**src/rtl/operand_sel_pipe.sv**
```systemverilog
// Operand-B select stage: resolves rd2 (with EX/WB forwarding), extended immediate or an extra
// source at input acceptance, then holds the result in a 2-entry FIFO toward the consumer.
module operand_sel_pipe #(
  parameter int unsigned DATA_W    = 32,
  parameter int unsigned IMM_W     = 16,
  parameter int unsigned NUM_EXTRA = 2,
  localparam int unsigned NUM_SRC  = NUM_EXTRA + 2,
  localparam int unsigned SEL_W    = ($clog2(NUM_SRC) > 1) ? $clog2(NUM_SRC) : 1,
  localparam int unsigned EXTRA_W  = (NUM_EXTRA > 0) ? NUM_EXTRA * DATA_W : 1
) (
  input  logic               clk,
  input  logic               rst_n,
  input  logic               flush,
  input  logic               in_valid,
  output logic               in_ready,
  input  logic [SEL_W-1:0]   in_sel,
  input  logic [DATA_W-1:0]  in_rd2,
  input  logic [4:0]         in_rs2,
  input  logic [IMM_W-1:0]   in_imm,
  input  logic               in_ext_mode,
  input  logic [EXTRA_W-1:0] in_extra,
  input  logic               fwd_ex_en,
  input  logic [4:0]         fwd_ex_reg,
  input  logic [DATA_W-1:0]  fwd_ex_data,
  input  logic               fwd_wb_en,
  input  logic [4:0]         fwd_wb_reg,
  input  logic [DATA_W-1:0]  fwd_wb_data,
  output logic               out_valid,
  input  logic               out_ready,
  output logic [DATA_W-1:0]  out_operand,
  output logic               out_err,
  output logic               out_fwd
);

  localparam int unsigned ENTRY_W = DATA_W + 2;

  // Entry layout: {operand, err, fwd}
  logic [ENTRY_W-1:0] mem_q [2];
  logic               rd_ptr_q, wr_ptr_q;
  logic [1:0]         count_q, count_d;
  logic [ENTRY_W-1:0] head;

  logic               push, pop;
  logic [DATA_W-1:0]  imm_ext;
  logic               ex_hit, wb_hit;
  int unsigned        sel_idx;
  logic [DATA_W-1:0]  res_operand;
  logic               res_err, res_fwd;

  assign sel_idx = 32'(in_sel);
  assign imm_ext = {{(DATA_W - IMM_W){in_ext_mode & in_imm[IMM_W-1]}}, in_imm};
  // Register x0 is hardwired to zero, so it is never forwarded.
  assign ex_hit  = fwd_ex_en && (fwd_ex_reg == in_rs2) && (in_rs2 != 5'd0);
  assign wb_hit  = fwd_wb_en && (fwd_wb_reg == in_rs2) && (in_rs2 != 5'd0);

  always_comb begin
    res_operand = '0;
    res_err     = 1'b0;
    res_fwd     = 1'b0;
    if (sel_idx == 0) begin
      if (ex_hit) begin
        res_operand = fwd_ex_data;
        res_fwd     = 1'b1;
      end else if (wb_hit) begin
        res_operand = fwd_wb_data;
        res_fwd     = 1'b1;
      end else begin
        res_operand = in_rd2;
      end
    end else if (sel_idx == 1) begin
      res_operand = imm_ext;
    end else if (sel_idx < NUM_SRC) begin
      for (int unsigned k = 0; k < NUM_EXTRA; k++) begin
        if (sel_idx == k + 2) res_operand = in_extra[k*DATA_W +: DATA_W];
      end
    end else begin
      res_err = 1'b1;
    end
  end

  assign in_ready = (count_q != 2'd2);
  assign out_valid = (count_q != 2'd0);
  assign push = in_valid & in_ready;
  assign pop  = out_valid & out_ready;

  always_comb begin
    count_d = count_q;
    unique case ({push, pop})
      2'b10:   count_d = count_q + 2'd1;
      2'b01:   count_d = count_q - 2'd1;
      default: count_d = count_q;
    endcase
  end

  always_ff @(posedge clk) begin
    if (!rst_n) begin
      count_q  <= 2'd0;
      rd_ptr_q <= 1'b0;
      wr_ptr_q <= 1'b0;
      mem_q[0] <= '0;
      mem_q[1] <= '0;
    end else if (flush) begin
      count_q  <= 2'd0;
      rd_ptr_q <= 1'b0;
      wr_ptr_q <= 1'b0;
    end else begin
      count_q <= count_d;
      if (push) begin
        mem_q[wr_ptr_q] <= {res_operand, res_err, res_fwd};
        wr_ptr_q        <= ~wr_ptr_q;
      end
      if (pop) rd_ptr_q <= ~rd_ptr_q;
    end
  end

  // Outputs read zero whenever the buffer is empty so stale entries never leak out.
  assign head        = mem_q[rd_ptr_q];
  assign out_operand = out_valid ? head[ENTRY_W-1:2] : '0;
  assign out_err     = out_valid & head[1];
  assign out_fwd     = out_valid & head[0];

endmodule

```
**config.mk**
```make
export PLATFORM = sky130hd
export DESIGN_NAME = operand_sel_pipe
export DESIGN_NICKNAME = d
export VERILOG_FILES = /design/src/rtl/operand_sel_pipe.sv
export SDC_FILE = /design/constraint.sdc
export NUM_CORES = 1
export LEC_CHECK = 0
export ABC_CLOCK_PERIOD_IN_PS = 6400
export CORE_AREA = 2 2 93 95
export DETAILED_ROUTE_END_ITERATION = 10
export DIE_AREA = 0 0 95 97
export DONT_BUFFER_PORTS = 1
export PLACE_DENSITY = 0.85
export SLEW_MARGIN = 20
export SYNTH_ARGS = -nofsm -noshare
export SYNTH_HDL_FRONTEND = slang
export SYNTH_SLANG_ARGS = --single-unit
```
**constraint.sdc**
```tcl
create_clock -name clk -period 6.4 [get_ports clk]
set_clock_uncertainty 0.1 [all_clocks]
set_input_delay 1.92 -clock clk [delete_from_list [all_inputs] [get_ports clk]]
set_output_delay 1.92 -clock clk [all_outputs]
set_load 0.05 [all_outputs]
```
==> results.py, run 1 <==
# Generated from Yosys and OpenROAD reports
metrics = {
    "drt": {
        "drcViolationCount": 0,
        "dr.first_iter.drc_count": 239,
        "antenna_left": 0,
        "viasPerCell": 7.66,
    },
    "die": {
        "fp-utilization": 0.594,
        "die_area_um2": 9220,
        "ioPinCount": 237,
        "die_w_um": 95,
    },
    "layout": {
        "layout.cells.non_filler": 547,
        "syn_to_final_growth_pct": 4.53,
        "layout_top_cell": "nor2_1",
        "post-route-util": 0.621,
        "final_nets": 637,
        "layout_top_cells": "nor2_1, edfxtp_1, o32ai_1, and2_1, mux2i_1",
    },
    "clock_network": {
        "cts_setup_buffers": 0,
        "hold_buffers": 0,
        "clockRootBuffer": "clkbuf_8",
        "cts-resized-gates": 0,
        "cts_tree": "yes",
    },
    "synth": {
        "synth_warnings": 0,
        "ys_seq_frac": 0.431,
        "syn_inst": 466,
    },
    "global_route": {
        "grt_max_degree": 38,
        "antenna_found_initial": 1,
        "met3_usage": 0.0600,
        "met2_usage": 0.514,
        "grt_pass1_vias": 4311,
        "grt_pass1_wl_mm": 22.2,
    },
    "power": {
        "max-vdd-ir-drop_mv": 0.100,
        "power_per_cell_area_nw_per_um2": 223,
        "clkPwrFrac": 0.356,
        "total_power_mw": 1.12,
        "p_switching_mw": 0.298,
    },
    "critical_path": {
        "cpPeakStageDelay_ns": 1.07,
        "reg2reg_depth": 6,
        "critPathArrivalTime_ns": 2.43,
    },
    "hold_path": {
        "hold_class": "reg -> reg",
        "hold_depth": 2,
    },
    "final_timing": {
        "setup_ws_ns": 1.95,
        "tns_ns": 0,
        "rsz0062_at_grt": "no",
        "fmax_mhz": 225,
        "finalCriticalPeriod_ns": 4.45,
        "tightest_slew_ns": 1.11,
        "setup_viol": 0,
    },
    "outcome": {
        "outcome": "completed",
    },
    "place": {
        "hpwl_mm": 9.86,
        "place_congestion": 0.921,
    },
    "job": {
        "max_cap_viol_count": 0,
    },
}
==> run 1: power groups by stage <==
| stage | logic (mW) | registers [mW] | clock network [mW] |
|---|---|---|---|
| 3_3_place_gp | 0.174 | 0.550 | 0 |
| 2_1_floorplan | 0.157 | 0.547 | 0 |
| 5_1_grt | 0.195 | 0.544 | 0.418 |
| 4_1_cts | 0.180 | 0.541 | 0.400 |
| 3_5_place_dp | 0.179 | 0.552 | 0 |
| 6_report | 0.182 | 0.541 | 0.400 |
==> run 1: cells by family after synthesis <==
group,count (synthesis),synth area share
adder cells (fa/ha/maj),1,0.00259
multiplexers,65,0.143
AND/OR/NAND/NOR,129,0.127
flip-flops,71,0.431
XOR/XNOR,14,0.0254
buffers and inverters,53,0.0505
other,1,0.000777
AND-OR/OR-AND,132,0.219
==> run 1: registers in the layout, summed over array words and instances, names as in the netlist, named ones only <==
signal / cells
wr_ptr_q: 1
count_q: 2
rd_ptr_q: 1
mem_q: 66
==> run 1: cell type report <==
cell class              instances  area [µm²]
well taps                     105         131
clock inverters                 6        83.8
inverters                       2        7.51
multi-input cells             342        2530
flip-flops and latches         71        2080
repair buffers                  9        67.6
fillers                       659        3090
clock buffers                  10         138
diodes                          2        5.00
==> run 1: final timing paths <==
kind	from	endpoint	slack (ns)
min	count_q[1]	count_q[1]	0.42
max	flip-flop	out_operand[17]	1.95
min reg2reg	count_q[1]	count_q[1]	0.42
max reg2reg	count_q[0]	mem_q[1][20]	3.36
==> run 1: metal layers <==
layer | wire length [µm] | vias up
met5 | 0 | -
met4 | 450 | 0
met3 | 1430 | 38
met2 | 7300 | 319
met1 | 5580 | 2045
li1 | - | 1788
==> run 1: cell usage after synthesis <==
| master | instances | share of area |
|---|---|---|
| clkbuf_1 | 40 | 0.031 |
| nand4_1 | 1 | 0.0013 |
| buf_4 | 1 | 0.0016 |
| nand2_1 | 7 | 0.0054 |
| edfxtp_1 | 66 | 0.41 |
| a22oi_1 | 15 | 0.023 |
| mux2_2 | 32 | 0.075 |
| conb_1 | 1 | 0.00078 |
| nor2_1 | 71 | 0.055 |
| nor2b_1 | 2 | 0.0026 |
| or2b_2 | 1 | 0.0018 |
| a221oi_1 | 32 | 0.058 |
| xor2_1 | 1 | 0.0018 |
| dfxtp_1 | 5 | 0.021 |
| o32ai_1 | 64 | 0.12 |
| buf_2 | 3 | 0.0031 |
| ha_1 | 1 | 0.0026 |
| a21oi_1 | 20 | 0.021 |
| nand2b_1 | 2 | 0.0026 |
| xnor2_1 | 13 | 0.024 |
| or4_1 | 1 | 0.0016 |
| nor3_1 | 2 | 0.0021 |
| nand2_2 | 1 | 0.0013 |
| and2_1 | 33 | 0.043 |
| buf_6 | 5 | 0.012 |
| or3_1 | 6 | 0.0078 |
| o21ai_0 | 1 | 0.0010 |
| inv_1 | 2 | 0.0016 |
| mux2i_1 | 33 | 0.068 |
| nor4_1 | 1 | 0.0013 |
| buf_1 | 2 | 0.0016 |
| nor3b_1 | 1 | 0.0016 |
==> run 1: worst max-delay path: cells and delay by family, from the launching register on <==
family        cells  cell delay, ns
simple gates      1            0.79
mux               1            0.22
flops             1            1.07
**Run 1: signal metal coverage by tile**

The die is cut into 19 by 19 equal tiles; dark blue is low, red is high, scaled to the fullest tile. Values are wire area over tile area, all layers added.
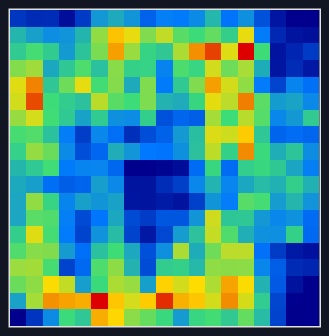
emptiest ninth of the die: middle
mean over tiles: 0.27
fullest tile: 0.66
tiles over half the peak: 34%
via count of the routed design: 4190
final wirelength: 14.8 mm
Tot GR Track Use: 0.316
Wirelength per Cell: 27.0 µm

**Run 1: met4 routing**

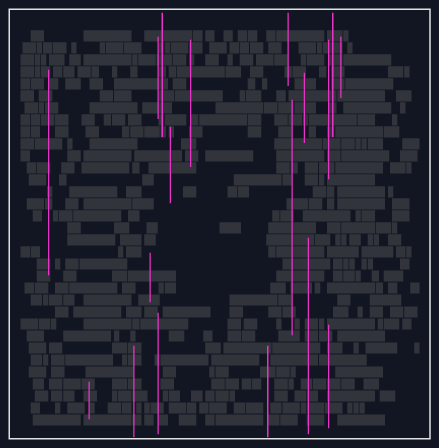
longest straight run: 53.0 µm
main direction: vertical
share of all routed wire: 3.1%
wire length on this layer: 450 µm

**Run 1: placement by cell class**

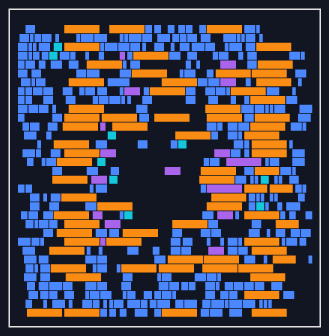
[cyan] remaining buffers and delay cells | cells: 9
[orange] registers | cells: 71
[purple] clock drivers and dummy loads | cells: 16
[blue] remaining logic cells | cells: 344
row count: 33
core area: 8130 µm²

**Run 1: clock nets**

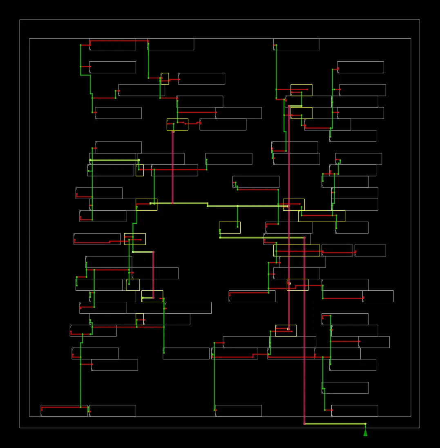
Clock net power: 0.400 mW
TritonCTS Buffers: 9
seq_cells: 71
clk latency late pin: 0.35 ns
clock buffers: 10

==> run 1 -> run 2 <==
--- a/config.mk
+++ b/config.mk
@@ -5,7 +5,7 @@
 export SDC_FILE = /design/constraint.sdc
 export NUM_CORES = 1
 export LEC_CHECK = 0
-export ABC_CLOCK_PERIOD_IN_PS = 6400
+export ABC_CLOCK_PERIOD_IN_PS = 4200
 export CORE_AREA = 2 2 93 95
 export DETAILED_ROUTE_END_ITERATION = 10
 export DIE_AREA = 0 0 95 97
==> constraint.sdc (replaced) <==
create_clock -name clk -period 4.2 [get_ports clk]
set_clock_uncertainty 0.1 [all_clocks]
set_input_delay 1.26 -clock clk [delete_from_list [all_inputs] [get_ports clk]]
set_output_delay 1.26 -clock clk [all_outputs]
set_load 0.05 [all_outputs]
**Run 2: clock nets**

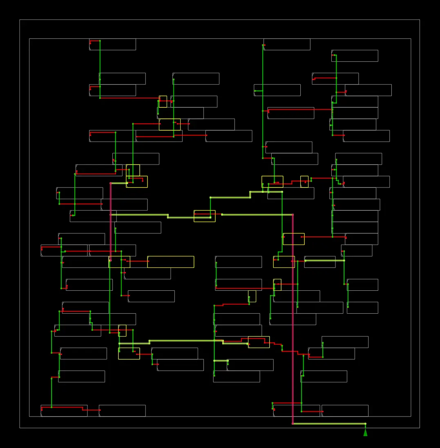
Clock net power: 0.523 mW
CTS Sinks: 71
clock buffers: 9
clk latency late pin: 0.33 ns

**Run 2: routed clock nets over the placement**

Scale bar: 20 µm.
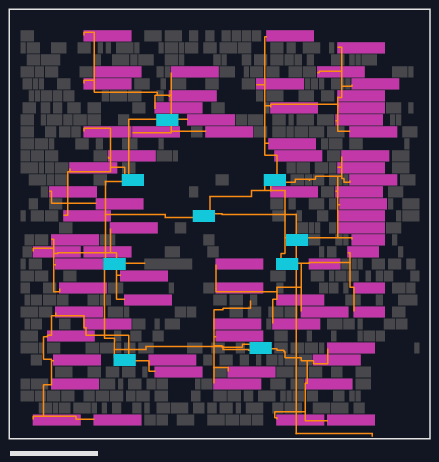
[magenta] flip-flops | count: 71
[cyan] clock-net drivers | count: 9
[orange] clock wires | length: 847 µm
routed clock nets: 10
clock power share: 0.320

==> run 2 against run 1 <==
Net effect:
- routed wire length is 1.0% higher
- via count is 3.4% higher
- clock power is 31% higher
- core utilization is 1.7 points higher
- sequential power is 52% higher
- sequential share of layout area is 1.1 points lower
- worst setup slack worse by 1.2 ns
- area after synthesis stayed put
- synthesized cell count stayed put
- sequential cell count stayed put
- hold slack worse by 0.0044 ns
- critical endpoint is now out_operand[2]
- largest cell class unchanged
- largest power group unchanged
==> results.py, run 2 <==
# Generated from Yosys and OpenROAD reports
metrics = {
    "clock_network": {
        "clockRootBuffer": "clkbuf_8",
        "numCtsBuffers": 9,
        "hold_buffers": 0,
        "cts-resized-gates": 0,
        "cts_setup_buffers": 0,
        "cts_tree": "yes",
    },
    "global_route": {
        "grt_max_degree": 38,
        "antenna_found_initial": 2,
        "grt_pass1_vias": 4280,
        "grt_pass1_wl_mm": 22.6,
    },
    "layout": {
        "final_nets": 660,
        "largest-register": "mem_q",
        "largest_reg_flops": 66,
        "syn_to_final_growth_pct": 7.33,
        "reg.largest.list": "mem_q (66), count_q (2)",
        "layout.cells.non_filler": 571,
        "post-route-util": 0.637,
    },
    "final_timing": {
        "fmax_mhz": 294,
        "setup_viol": 0,
        "setup_ws_ns": 0.794,
        "finalCriticalPeriod_ns": 3.41,
        "rsz0062_at_grt": "no",
    },
    "synth": {
        "syn_inst": 466,
        "edf_count": 66,
        "top_cell_area_share": 0.410,
        "ys.flop_type": "edfxtp_1",
        "async_flop_share": 0,
        "ys_seq_frac": 0.431,
        "ys_top_cells_by_area": "edfxtp_1, o32ai_1, mux2_2, mux2i_1, a221oi_1",
        "top_cell": "nor2_1",
        "yosysTopAreaCell": "edfxtp_1",
    },
    "drt": {
        "dr.first_iter.drc_count": 448,
        "drcViolationCount": 0,
        "num_vias": 4333,
        "viasPerCell": 7.59,
        "wl_per_cell_um": 26.1,
        "antenna_left": 0,
    },
    "die": {
        "ioPinCount": 237,
        "die_w_um": 95,
    },
    "power": {
        "max-vdd-ir-drop_mv": 0.195,
        "power_per_cell_area_nw_per_um2": 315,
    },
    "place": {
        "hpwl_mm": 10.2,
        "place_congestion": 0.913,
    },
    "critical_path": {
        "cp_top_family": "simple AND/OR/NAND/NOR gates",
        "critPathArrivalTime_ns": 2.05,
        "cpPeakStageDelay_ns": 0.70,
        "r2r_slack_ns": 1.30,
    },
    "job": {
        "max_cap_viol_count": 0,
    },
    "hold_path": {
        "hold_class": "reg -> reg",
    },
    "outcome": {
        "outcome": "completed",
    },
}
## run 2: layout make-up
class	count	area [µm²]
repair buffers	32	240
well taps	105	131
inverters	2	7.51
fillers	642	2950
clock inverters	7	63.8
flip-flops and latches	71	2080
diodes	3	7.51
clock buffers	9	124
multi-input cells	342	2520
## run 2: tightest hold or removal path, stage by stage, from the launching register on
cell     delay (ns)
dfxtp_1        0.32
xnor2_1        0.09
nor2_1         0.07
## run 2: worst paths after layout
kind | cells past startpoint | end | start
hold reg to reg | 2 | rd_ptr_q | rd_ptr_q
hold / removal | 2 | rd_ptr_q | rd_ptr_q
setup reg to reg | 6 | count_q[1] | count_q[0]
setup / recovery | 4 | out_operand[2] | count_q[0]
## run 2: layer usage
metal  track usage  vias to the layer above  wire, µm
li1              -                     1830         -
met1         0.409                     2026      5270
met2         0.513                      405      7230
met3        0.0771                       72      1740
met4         0.154                        0       663
met5             0                        -         0
## run 2: report_power, final
group	switching [mW]	total [mW]	internal, mW
logic	0.180	0.289	0.109
clock network	0.253	0.523	0.270
registers	0.0126	0.822	0.810
## run 2: stage by stage
step,area (µm²),total power [mW]
floorplan,4830,1.07
global placement,4980,1.11
detailed placement,4980,1.12
CTS,5170,1.64
global route,5180,1.69
finish,5180,1.63
## run 2: cell families (layout without fill, tap and decap cells)
family	Yosys count	after routing	share of synthesized area
flops	71	71	0.431
other cells	1	4	0.000777
buf+inv	53	50	0.0505
compound gates	132	132	0.219
simple gates	129	129	0.127
fa+ha+maj	1	1	0.00259
mux	65	65	0.143
xor+xnor	14	14	0.0254
==> run 2 -> run 3 <==
--- a/config.mk
+++ b/config.mk
@@ -5,7 +5,7 @@
 export SDC_FILE = /design/constraint.sdc
 export NUM_CORES = 1
 export LEC_CHECK = 0
-export ABC_CLOCK_PERIOD_IN_PS = 4200
+export ABC_CLOCK_PERIOD_IN_PS = 3200
 export CORE_AREA = 2 2 93 95
 export DETAILED_ROUTE_END_ITERATION = 10
 export DIE_AREA = 0 0 95 97
==> constraint.sdc (replaced) <==
create_clock -name clk -period 3.2 [get_ports clk]
set_clock_uncertainty 0.1 [all_clocks]
set_input_delay 0.96 -clock clk [delete_from_list [all_inputs] [get_ports clk]]
set_output_delay 0.96 -clock clk [all_outputs]
set_load 0.05 [all_outputs]
**Run 3: met4 routing**

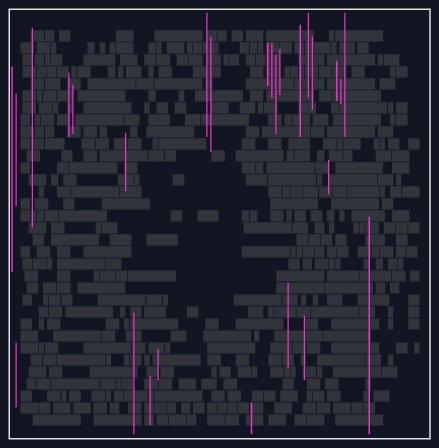
wire length on this layer: 516 µm
main direction: vertical
nets with wire on the layer: 27
share of all routed wire: 3.5%
longest straight run: 49.0 µm
final wirelength: 14.6 mm
via count of the routed design: 4336

**Run 3: placement by cell class**

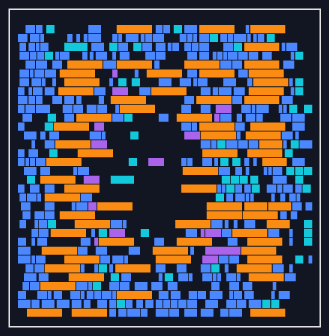
[purple] clock drivers and dummy loads | cells: 16
[orange] registers | cells: 71
[cyan] remaining buffers and delay cells | cells: 56
[blue] remaining logic cells | cells: 344

==> run 3 against run 2 <==
Net effect:
- critical endpoint is now out_operand[29]
- combinational power is 38% higher
- critical path depth stayed put
- clock power grew 31%
- sequential cell count unchanged
==> results.py, run 3 <==
# Generated from Yosys and OpenROAD reports
metrics = {
    "synth": {
        "top_cell_area_share": 0.410,
        "ys_top_cells_by_area": "edfxtp_1, o32ai_1, mux2_2, mux2i_1, a221oi_1",
        "syn_inst": 466,
        "async_flop_share": 0,
        "yosysTopAreaCell": "edfxtp_1",
    },
    "final_timing": {
        "finalCriticalPeriod_ns": 2.81,
        "tightest_slew_ns": 1.13,
        "rsz0062_at_grt": "no",
        "setup_viol": 0,
        "fmax_mhz": 356,
    },
    "layout": {
        "fill_cells": 638,
        "syn_to_final_growth_pct": 11.4,
        "layout_top_cell": "nor2_1",
        "reg.largest.list": "mem_q (66), count_q (2)",
        "layout_top_cells": "nor2_1, edfxtp_1, o32ai_1, buf_4",
    },
    "global_route": {
        "gr-usage-all-layers": 0.316,
        "grt_pass1_wl_mm": 22.3,
        "antenna_found_initial": 1,
    },
    "place": {
        "place_congestion": 0.917,
        "hpwl_mm": 10.3,
    },
    "power": {
        "pwr-share-seq": 0.499,
        "combPwrFrac": 0.184,
        "power_per_cell_area_nw_per_um2": 402,
    },
    "drt": {
        "drcViolationCount": 0,
        "wl_per_cell_um": 24.6,
    },
    "clock_network": {
        "numCtsBuffers": 9,
        "hold_buffers": 0,
        "clockRootBuffer": "clkbuf_8",
        "cts_setup_buffers": 0,
        "clock_sinks": 71,
    },
    "die": {
        "die_area_um2": 9220,
        "ioPinCount": 237,
        "rows": 33,
    },
    "outcome": {
        "outcome": "completed",
    },
    "critical_path": {
        "cpPeakStageDelay_ns": 0.66,
        "r2r_slack_ns": 0.73,
    },
    "hold_path": {
        "hold_class": "reg -> reg",
    },
}
-- run 3: cell counts after synthesis --
Identical to the previous run, type by type.
-- run 3: layout make-up --
| type | count | area [µm²] | share of cell area |
|---|---|---|---|
| Timing Repair Buffer | 56 | 445 | 0.0828 |
| Clock buffer | 9 | 124 | 0.0230 |
| Antenna cell | 1 | 2.50 | 0.000465 |
| Multi-Input combinational cell | 342 | 2520 | 0.469 |
| Tap cell | 105 | 131 | 0.0244 |
| Sequential cell | 71 | 2080 | 0.387 |
| Inverter | 2 | 7.51 | 0.00140 |
| Clock inverter | 7 | 63.8 | 0.0119 |
-- run 3: metrics by stage --
step / power [mW] / cells / cell area, µm² / setup WS [ns] / util
2_1_floorplan: 1.41 / 466 / 4830 / 0.146 / -
3_3_place_gp: 1.48 / 576 / 5190 / 0.223 / 0.638
3_5_place_dp: 1.49 / 576 / 5190 / 0.198 / 0.638
4_1_cts: 2.17 / 592 / 5380 / 0.382 / 0.661
5_1_grt: 2.24 / 593 / 5380 / 0.300 / 0.661
6_report: 2.16 / 593 / 5380 / 0.395 / 0.661
-- run 3: cell families (layout without fill, tap and decap cells) --
logic type,Yosys count,after routing,share of synthesized area
xor+xnor,14,14,0.0254
flops,71,71,0.431
compound gates,132,132,0.219
mux,65,65,0.143
simple gates,129,129,0.127
buf+inv,53,74,0.0505
fa+ha+maj,1,1,0.00259
other cells,1,2,0.000777
-- run 3: path summary, 6_finish.rpt --
path	cells after the start	to	startpoint
worst max-delay path	4	out_operand[29]	flip-flop
worst min-delay path	2	count_q[1]	count_q[1]
worst max register to register	6	mem_q[1][4]	count_q[0]
worst min register to register	2	count_q[1]	count_q[1]
-- run 3: critical path: cells and delay by family (launching register included) --
family | cells | cell delay, ns
buf+inv | 2 | 0.45
flops | 1 | 0.66
mux | 1 | 0.24
simple gates | 1 | 0.06
-- run 3: power groups by stage --
stage               logic, mW  registers [mW]  clock network [mW]
global placement        0.384            1.10                   0
CTS                     0.395            1.08               0.694
finish                  0.399            1.08               0.686
detailed placement      0.394            1.10                   0
global route            0.429            1.08               0.727
floorplan               0.314            1.09                   0
-- run 3: metal layers --
metal	global-route usage	wire length, µm	up-vias
met5	0	0	-
met4	0.159	516	0
met3	0.0974	1700	54
met2	0.499	7180	370
met1	0.387	5170	2035
li1	-	-	1877
Power and IR drop assume default switching activity.
